## src/rtl/key_capture.sv

```systemverilog
// Direction-button input stage: 2-flop synchroniser, per-key debounce, press-edge detect,
// and a CPU-clearable last-key byte with a valid flag.
module key_capture #(
  parameter int unsigned DEBOUNCE   = 2,
  parameter bit          ACTIVE_LOW = 1'b1,
  parameter logic [15:0] KEY_ADDR   = 16'h00FF,
  parameter logic [7:0]  CODE_W     = 8'h77,
  parameter logic [7:0]  CODE_A     = 8'h61,
  parameter logic [7:0]  CODE_S     = 8'h73,
  parameter logic [7:0]  CODE_D     = 8'h64
) (
  input  logic        clk,
  input  logic        rst,
  input  logic        w,
  input  logic        a,
  input  logic        s,
  input  logic        d,
  input  logic [15:0] cpu_address,
  input  logic        cpu_we,
  input  logic [7:0]  cpu_data_write,
  output logic [7:0]  last_key,
  output logic        key_valid,
  output logic [3:0]  key_held
);

  localparam int unsigned      CntW   = $clog2(DEBOUNCE + 1);
  localparam logic [CntW-1:0]  CntMax = CntW'(DEBOUNCE - 1);

  logic [3:0]      raw;
  logic [3:0]      sync1_q, sync2_q;
  logic [3:0]      stable_q, stable_d;
  logic [CntW-1:0] cnt_q [4];
  logic [CntW-1:0] cnt_d [4];
  logic [3:0]      press;
  logic [7:0]      last_key_q, last_key_d;
  logic            key_valid_q, key_valid_d;

  // Bit 3 = w ... bit 0 = d; normalised so 1 = pressed.
  assign raw = {w, a, s, d} ^ {4{ACTIVE_LOW}};

  always_comb begin
    for (int i = 0; i < 4; i++) begin
      stable_d[i] = stable_q[i];
      cnt_d[i]    = '0;
      if (sync2_q[i] != stable_q[i]) begin
        if (cnt_q[i] == CntMax) begin
          stable_d[i] = ~stable_q[i];
        end else begin
          cnt_d[i] = cnt_q[i] + 1'b1;
        end
      end
    end
  end

  assign press = stable_d & ~stable_q;

  // A press this edge outranks a CPU clear on the same edge.
  always_comb begin
    last_key_d  = last_key_q;
    key_valid_d = key_valid_q;
    if (press[3]) begin
      last_key_d  = CODE_W;
      key_valid_d = 1'b1;
    end else if (press[2]) begin
      last_key_d  = CODE_A;
      key_valid_d = 1'b1;
    end else if (press[1]) begin
      last_key_d  = CODE_S;
      key_valid_d = 1'b1;
    end else if (press[0]) begin
      last_key_d  = CODE_D;
      key_valid_d = 1'b1;
    end else if (cpu_we && (cpu_address == KEY_ADDR)) begin
      last_key_d  = cpu_data_write;
      key_valid_d = 1'b0;
    end
  end

  always_ff @(posedge clk) begin
    if (rst) begin
      sync1_q     <= '0;
      sync2_q     <= '0;
      stable_q    <= '0;
      last_key_q  <= '0;
      key_valid_q <= 1'b0;
      for (int i = 0; i < 4; i++) begin
        cnt_q[i] <= '0;
      end
    end else begin
      sync1_q     <= raw;
      sync2_q     <= sync1_q;
      stable_q    <= stable_d;
      last_key_q  <= last_key_d;
      key_valid_q <= key_valid_d;
      for (int i = 0; i < 4; i++) begin
        cnt_q[i] <= cnt_d[i];
      end
    end
  end

  assign last_key  = last_key_q;
  assign key_valid = key_valid_q;
  assign key_held  = stable_q;

endmodule

```

## config.mk

```make
export PLATFORM = sky130hd
export DESIGN_NAME = key_capture
export DESIGN_NICKNAME = d
export VERILOG_FILES = /design/src/rtl/key_capture.sv
export SDC_FILE = /design/constraint.sdc
export NUM_CORES = 1
export LEC_CHECK = 0
export CORE_UTILIZATION = 46
export CTS_CLUSTER_SIZE = 14
export DETAILED_ROUTE_END_ITERATION = 8
export PLACE_DENSITY = 0.94
export RECOVER_POWER = 50
export SLEW_MARGIN = 20
export SYNTH_ARGS = -nofsm -noshare
export SYNTH_HDL_FRONTEND = slang
export SYNTH_SLANG_ARGS = --single-unit
```

## constraint.sdc

```tcl
create_clock -name clk -period 3.9 [get_ports clk]
set_input_delay 0.39 -clock clk [delete_from_list [all_inputs] [get_ports clk]]
set_output_delay 0.39 -clock clk [all_outputs]
set_load 0.03 [all_outputs]
```

Fig. 1: run 1, wiring heat map
The die is cut into 11 by 11 equal tiles; dark blue is low, red is high, scaled to the fullest tile. Values are wire area over tile area, all layers added.
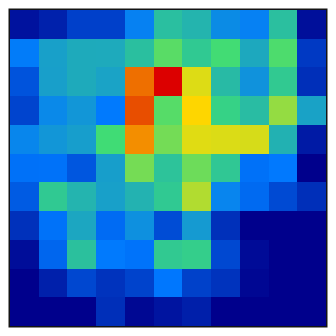
nearly empty tiles	15%
fullest tile	0.59
emptiest ninth of the die	lower right
mean over tiles	0.17

Fig. 2: run 1, cells colored by class
Fill, decap, tap and diode cells in gray.
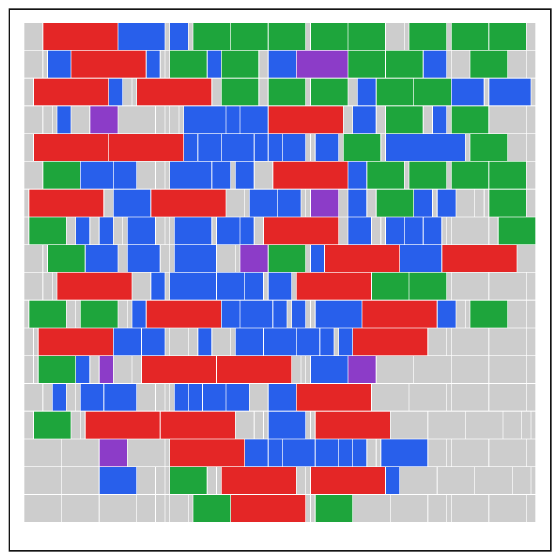
color	class	cells	share of their area
purple	clock drivers and dummy loads	7	3.3%
blue	combinational and other logic	92	36%
green	remaining buffers and delay cells	43	26%
red	sequential cells	29	35%

Fig. 3: run 1, cell outlines without signal wires
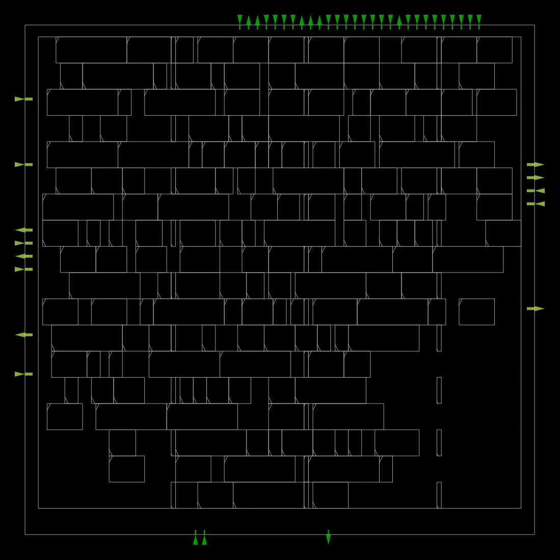
sequential cell area share: 0.340
Core ar.: 0.00245 mm2

==> run_results.csv, run 1 <==
group,metric,value,unit
floorplanning,rows,18,
placement,place_ws,1.55,ns
yosys,yosysWarningCount,0,
yosys,xor_area_frac,0.0294,
power_and_ir_drop,power_frac_comb,0.116,
power_and_ir_drop,p_total,553,uW
yosys,yosysTopAreaCellShare,0.487,
outcome,outcome,"finished clean",
job,warning_count,26,
worst_setup_path,critical_path_required,4.13,ns
cells_and_area,fin_util,0.696,
clock_network,cts_buffer_depth,2,
timing,hold_ws,0.423,ns
cells_and_area,fin_area,0.00171,mm2
worst_setup_path,r2r_setup_slack,2.22,ns
grt,met3_usage,0.0862,
worst_setup_path,worstRegToRegCells,5,
routing,avgViaCountPerCell,5.47,
worst_setup_path,critPathLaunch,"cpu_address[8]",
timing,finalMaxSlewViolations,0,
cells_and_area,fin_nets,206,
yosys,synth_chip_area,0.00119,mm2
job,drv_cap,0,
floorplanning,die_h,52.9,um
clock_network,h-tree-depth,2,
yosys,netlist.top_cell.by_area,"dfxtp_1",
timing,worstMarginPinSlew,1.03,ns
timing,clock_skew,0.00970,ns
power_and_ir_drop,vdd.ir_drop.worst,0.269,mV
min_path,hold_start,"cnt_q[0][0]$_SDFF_PP0_",
yosys,synth_cells,123,
clock_network,cts.clk_slew.worst_paths,0.09,ns
yosys,logic_family,"simple AND/OR/NAND/NOR gates",
placement,dp_cells,194,
power_and_ir_drop,p_int,428,uW
grt,busiest_layer,"met2",
routing,vias,1099,
routing,route.antenna.remaining_nets,0,
timing,fin_ws,1.86,ns
worst_setup_path,r2r-start,"cnt_q[2][0]$_SDFF_PP0_",
timing,period_used_share,0.524,
grt,grt_max_degree,27,
cells_and_area,area_growth,43.2,%
yosys,syn_avg_cell_area,9.69,um2
floorplanning,fp_util,0.486,
cells_and_area,finalNonFillerCells,201,
power_and_ir_drop,seqPwrFrac,0.555,
yosys,postSynthSeqShare,0.487,
clock_network,cts_tree,"done",
grt,antenna_found_initial,0,
worst_setup_path,cp-start-kind,"input pin",
worst_setup_path,end_kind,"register",
worst_setup_path,r2r-end,"last_key[6]$_SDFFE_PP0P_",
timing,fin_crit,2.04,ns
yosys,mux_share,0.0430,
yosys,synthArstFlopShare,0,
placement,place.port_buffers,43,
clock_network,cts_hold_buf,0,
timing,setup_viol,0,
yosys,yosys-stat-cells,123,
power_and_ir_drop,powerDensity,324,mW/mm2
routing,drt_iter0_markers,21,
min_path,hold_depth,1,
grt,grt_use_total,0.225,
yosys,syn-num-nets,158,
floorplanning,ios,44,
worst_setup_path,arrival,2.28,ns
routing,drc_errors,0,
floorplanning,die_area,0.00280,mm2
routing,drt_wl_total,2.95,mm
grt,grt_pass1_wl,4.32,mm
power_and_ir_drop,power_leakage,0.618,nW
worst_setup_path,crit_type,"input pin to register",
clock_network,cts_resized,0,
min_path,min_to,"cnt_q[0][0]$_SDFF_PP0_",
grt,gr-total-overflow,0,
clock_network,cts_made_buffers,5,
timing,fmax,489,MHz
grt,grtUsageMet2,0.395,
timing,finalSetupTns,0,ns
grt,grt_pass1_vias,1016,
timing,finalHoldViolCount,0,
yosys,ys_sh_aoi,0.102,
yosys,simple_gate_share,0.272,
cells_and_area,drive_gt1_frac,0.0702,
yosys,netlist_area,0.00119,mm2
routing,wire_per_inst,14.7,um
timing,maxSlewHeadroom,0.310,
floorplanning,die_width,52.9,um
yosys,top_cells_by_area,"dfxtp_1 49%, nor2_1 5.7%, ha_1 4.2%",
clock_network,clock-sinks,29,
power_and_ir_drop,switchingPower,126,uW
placement,hpwl,2.18,mm
yosys,ys_types,31,
-- run 1: flip-flops by register name, indices dropped and copies added, names as in the netlist --
name	flops
key_valid	1
key_held	4
sync1_q	4
sync2_q	4
cnt_q	8
last_key	8
-- run 1: synthesized netlist by cell type, drive strengths merged, types with 3 or more instances --
cell type / n
inv: 6
nand2: 4
a211oi: 3
ha: 4
mux2i: 4
nand3b: 5
nor2b: 4
a21oi: 6
or3: 5
dfxtp: 29
o21ai: 3
nor2: 18
nor4: 5
xnor2: 4
nand3: 4
-- run 1: power groups by stage --
stage,registers (mW),logic [mW],clock network [mW]
after floorplan,0.317,0.0205,0
after global placement,0.314,0.0608,0
after detailed placement,0.314,0.0636,0
after CTS,0.307,0.0641,0.183
after global routing,0.308,0.0682,0.196
final,0.307,0.0640,0.182
-- run 1: critical path: stages --
cell,delay (ns)
clkdlybuf4s50_1,0.41
or4_4,0.56
nor4_4,0.41
a21oi_1,0.15
a311o_1,0.35
-- run 1: placed cells by master, fill, tap and decap left out, types with 2 or more instances in the layout --
cell,instances
ha_1,4
nand3_1,4
clkdlybuf4s50_1,41
mux2i_1,4
xnor2_1,4
nand3b_1,5
dlygate4sd3_1,2
nor2b_1,4
or4_4,2
a31oi_1,2
nor4_1,4
o21ai_1,2
nand2_1,4
nand4_1,2
a21oi_1,6
and3b_1,2
dfxtp_1,29
clkbuf_4,5
inv_1,6
a211oi_1,3
nor2_1,18
a41o_2,2
or3_1,5
-- run 1: layout make-up --
class	instances	area [um2]
clock buffers	7	55.1
fillers	187	747
inverters	6	22.5
multi-input cells	86	582
flip-flops and latches	29	581
well taps	30	37.5
repair buffers	43	430
-- run 1: layer usage --
layer	wire length, um	vias to the layer above
met2	1580	40
met5	0	-
li1	-	538
met4	47	0
met1	1140	514
met3	181	7
Fig. 4: run 1, power grid
Bar = 20 um. Pins as bars on the die edge. Tap cells in gray.
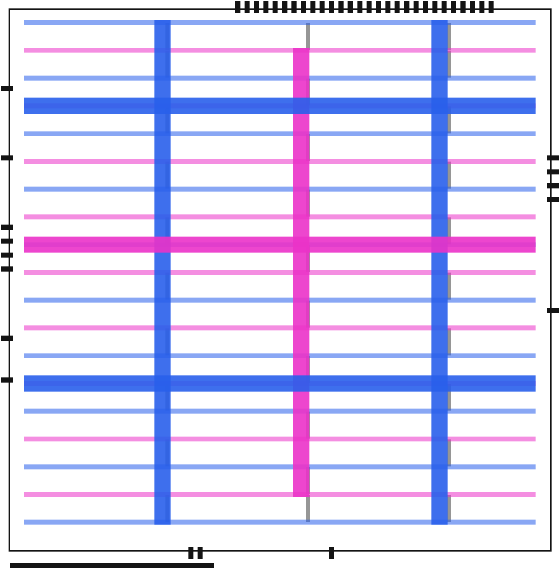

## Run 2: what changed since run 1
CORE_UTILIZATION = 39   (was 46)
PLACE_DENSITY = 0.86   (was 0.94)
clock period = 1.7 ns   (was 3.9 ns; I/O delays follow)
Fig. 5: run 2, power grid
Bar = 20 um. Pins as bars on the die edge. Tap cells in gray.
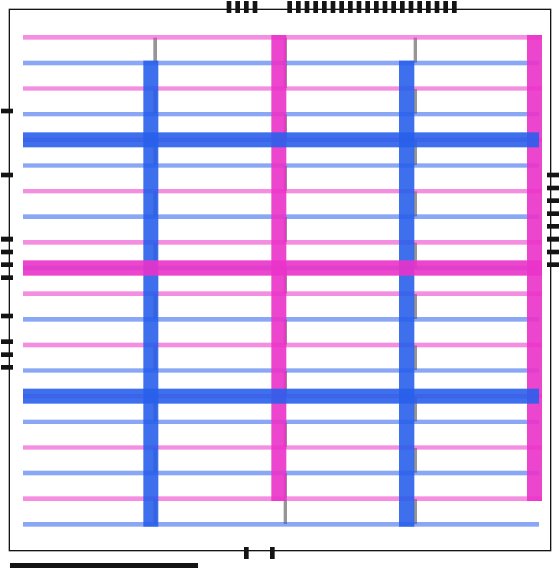
color	net
magenta	VDD
blue	VSS
met5 straps	3
tap cells	31

Fig. 6: run 2, cells colored by class
Fill, decap, tap and diode cells in gray.
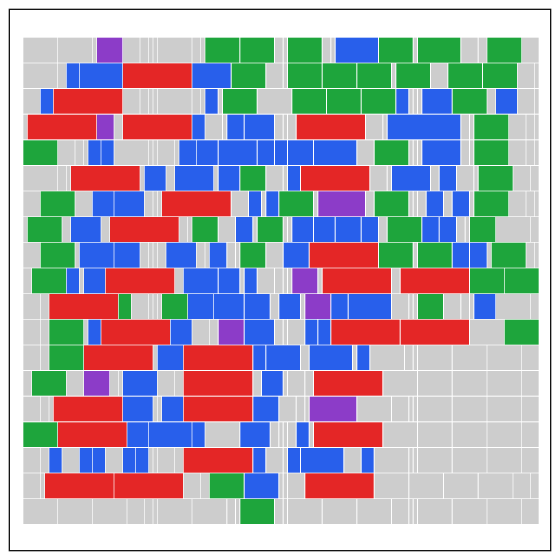
color	class	cells	share of their area
purple	clock drivers and dummy loads	8	4.0%
blue	combinational and other logic	92	35%
green	remaining buffers and delay cells	51	28%
red	sequential cells	29	33%

==> run 2 against run 1 <==
The flow now finishes with violations (DRC). Clock-buffer cell count did not move. Global-route usage fell by 3.7 points. Via count rose by 2.6%. Sequential power rose by 130%. Synthesized cell count did not move. Routed wire length fell by 4.5%. Largest power group unchanged.
==> run_results.csv, run 2 <==
group,metric,value,unit
floorplanning,die_area,0.00328,mm2
yosys,edf_count,0,
yosys,mux_share,0.0430,
timing,hold_ws,0.372,ns
routing,drc_errors,4,
timing,clock_skew,0.00818,ns
cells_and_area,layout_top_cell,"clkdlybuf4s50_1",
timing,worstMarginPinSlew,0.464,ns
routing,drt_wl_total,2.82,mm
power_and_ir_drop,powerDensity,731,mW/mm2
yosys,synth_cells,123,
yosys,numSynthFlops,29,
floorplanning,core,0.00283,mm2
grt,grt_pass1_wl,4.58,mm
cells_and_area,fin_nets,214,
yosys,ys_types,31,
cells_and_area,drive_gt1_frac,0.133,
grt,grt_use_total,0.188,
grt,grt_pass1_vias,1121,
cells_and_area,num-nonclk-buffers,51,
timing,fin_ws,0.0287,ns
grt,grtUsageMet2,0.341,
grt,use_met1,0.197,
routing,route.antenna.remaining_nets,0,
worst_setup_path,r2r-end,"last_key[1]$_SDFFE_PP0P_",
yosys,postSynthSeqShare,0.487,
yosys,xor_area_frac,0.0294,
cells_and_area,finalNonFillerCells,211,
worst_setup_path,worstRegToRegCells,6,
routing,vias,1128,
timing,fin_crit,1.67,ns
routing,dr.pass1.iters,6,
cells_and_area,lay_top_cells,"41 x clkdlybuf4s50_1, 29 x dfxtp_1, 18 x nor2_1, 7 x buf_4",
cells_and_area,area_growth,51.1,%
power_and_ir_drop,vdd.ir_drop.worst,0.578,mV
routing,wire_per_inst,13.3,um
cells_and_area,comb_area,601,um2
yosys,synthArstFlopShare,0,
min_path,hold_depth,2,
clock_network,cts_tree,"done",
worst_setup_path,r2r-start,"cnt_q[3][0]$_SDFF_PP0_",
grt,grt_max_degree,13,
yosys,ff_type,"dfxtp_1",
yosys,top_cells_by_area,"dfxtp_1 49%, nor2_1 5.7%, ha_1 4.2%",
cells_and_area,antenna_cells,0,
outcome,violations,"DRC",
floorplanning,die_width,57.3,um
yosys,yosysTopAreaCellShare,0.487,
cells_and_area,clkCellAreaFrac,0.0389,
cells_and_area,logic_gates,86,
placement,dp_cells,202,
clock_network,h-tree-depth,2,
yosys,syn_avg_cell_area,9.69,um2
worst_setup_path,arrival,1.88,ns
placement,place.port_buffers,43,
clock_network,cts_made_buffers,5,
grt,busiest_layer,"met2",
yosys,synth_chip_area,0.00119,mm2
power_and_ir_drop,power_leakage,0.670,nW
timing,setup_viol,0,
min_path,hp-class,"input pin to register",
worst_setup_path,cp-start-kind,"input pin",
job,warning_count,27,
cells_and_area,nFillCells,245,
timing,period_used_share,0.983,
placement,hpwl,2.18,mm
worst_setup_path,end_kind,"register",
cells_and_area,comb_share,0.333,
yosys,yosysWarningCount,0,
yosys,ys_sh_adder,0.0420,
yosys,netlist.top_cell.by_area,"dfxtp_1",
grt,antenna_found_initial,0,
cells_and_area,largest_class,"logic gates",
grt,met3_usage,0.0408,
clock_network,clock-sinks,29,
floorplanning,rows,19,
floorplanning,ios,44,
cells_and_area,seq_area_frac,0.322,
job,drv_cap,0,
cells_and_area,nClkBuffers,7,
routing,drt_iter0_markers,27,
floorplanning,fp_util,0.421,
routing,avgViaCountPerCell,5.35,
worst_setup_path,crit_type,"input pin to register",
yosys,netlist_top_cells_count,"29 x dfxtp_1, 18 x nor2_1, 6 x a21oi_1, 6 x inv_1",
timing,finalMaxSlewViolations,0,
yosys,yosys-stat-cells,123,
cells_and_area,fin_util,0.637,
cells_and_area,seqCellArea,581,um2
floorplanning,die_h,57.3,um
floorplanning,tap_cells,31,
worst_setup_path,r2r_setup_slack,0.11,ns
outcome,outcome,"finished, violations left",
clock_network,clk_latency,0.32,ns
cells_and_area,ff_count,29,
cells_and_area,final-nonclk-buf-share,0.272,
clock_network,cts_buffer_depth,2,
timing,finalHoldViolCount,0,
timing,maxSlewHeadroom,0.690,
clock_network,root_buffer,"clkbuf_4",
worst_setup_path,critPathLaunch,"cpu_address[11]",
cells_and_area,nNonClkInverters,6,
worst_setup_path,critical_path_required,1.91,ns
yosys,syn-num-nets,158,
yosys,simple_gate_share,0.272,
yosys,netlist_area,0.00119,mm2
yosys,ys_sh_aoi,0.102,
placement,gp_congestion,0.771,
clock_network,cts_hold_buf,0,
grt,gr-total-overflow,0,
clock_network,cts.clk_slew.worst_paths,0.09,ns
placement,place_ws,-0.384,ns
timing,fmax,598,MHz
worst_setup_path,crit_path_end,"last_key[0]$_SDFFE_PP0P_",
yosys,yosysMostFrequentCell,"dfxtp_1",
yosys,logic_family,"simple AND/OR/NAND/NOR gates",
==> run 2: cell counts after synthesis <==
Identical to the previous run, type by type.
==> run 2: power by group <==
group | leakage [nW] | switching [mW] | internal [mW]
Clock | 0.0413 | 0.222 | 0.239
Sequential | 0.236 | 0.00935 | 0.695
Combinational | 0.393 | 0.0566 | 0.0946
==> run 2: what timing repair did <==
action,4_1_cts,5_1_grt
endpoints found under the setup margin,2,5
hold endpoints to repair,0,0
gates resized,2,3
setup buffers,0,1
pin swaps,0,1
==> run 2: how the worst min path moves through the flow <==
stage / startpoint / endpoint / slack [ns]
global placement: cnt_q[2][0]$_SDFF_PP0_ / cnt_q[2][0]$_SDFF_PP0_ / 0.40
finish: s / sync1_q[1]$_SDFF_PP0_ / 0.37
CTS: s / sync1_q[1]$_SDFF_PP0_ / 0.36
floorplan: w / sync1_q[3]$_SDFF_PP0_ / 0.24
detailed placement: cnt_q[1][0]$_SDFF_PP0_ / cnt_q[1][0]$_SDFF_PP0_ / 0.41
global route: s / sync1_q[1]$_SDFF_PP0_ / 0.37
==> run 2: worst max-delay path: stages <==
cell             delay (ns)
clkdlybuf4s50_1        0.41
or4_4                  0.53
nor4_4                 0.30
a21oi_1                0.13
a311o_1                0.33
==> run 2: per-stage QoR <==
stage | total power, mW | instance area (um2) | TNS [ns]
6_report | 1.32 | 1800 | 0
5_1_grt | 1.37 | 1800 | -0.00609
3_3_place_gp | 0.864 | 1710 | -2.17
3_5_place_dp | 0.871 | 1710 | -2.68
4_1_cts | 1.33 | 1790 | 0
2_1_floorplan | 0.775 | 1190 | 0
==> run 2: routing by layer <==
| layer | vias up | wire length, um |
|---|---|---|
| met2 | 38 | 1510 |
| met1 | 523 | 1070 |
| met3 | 9 | 147 |
| met4 | 0 | 95 |
| met5 | - | 0 |
| li1 | 558 | - |
No activity file was given, so power comes from the tool's default toggle rates.
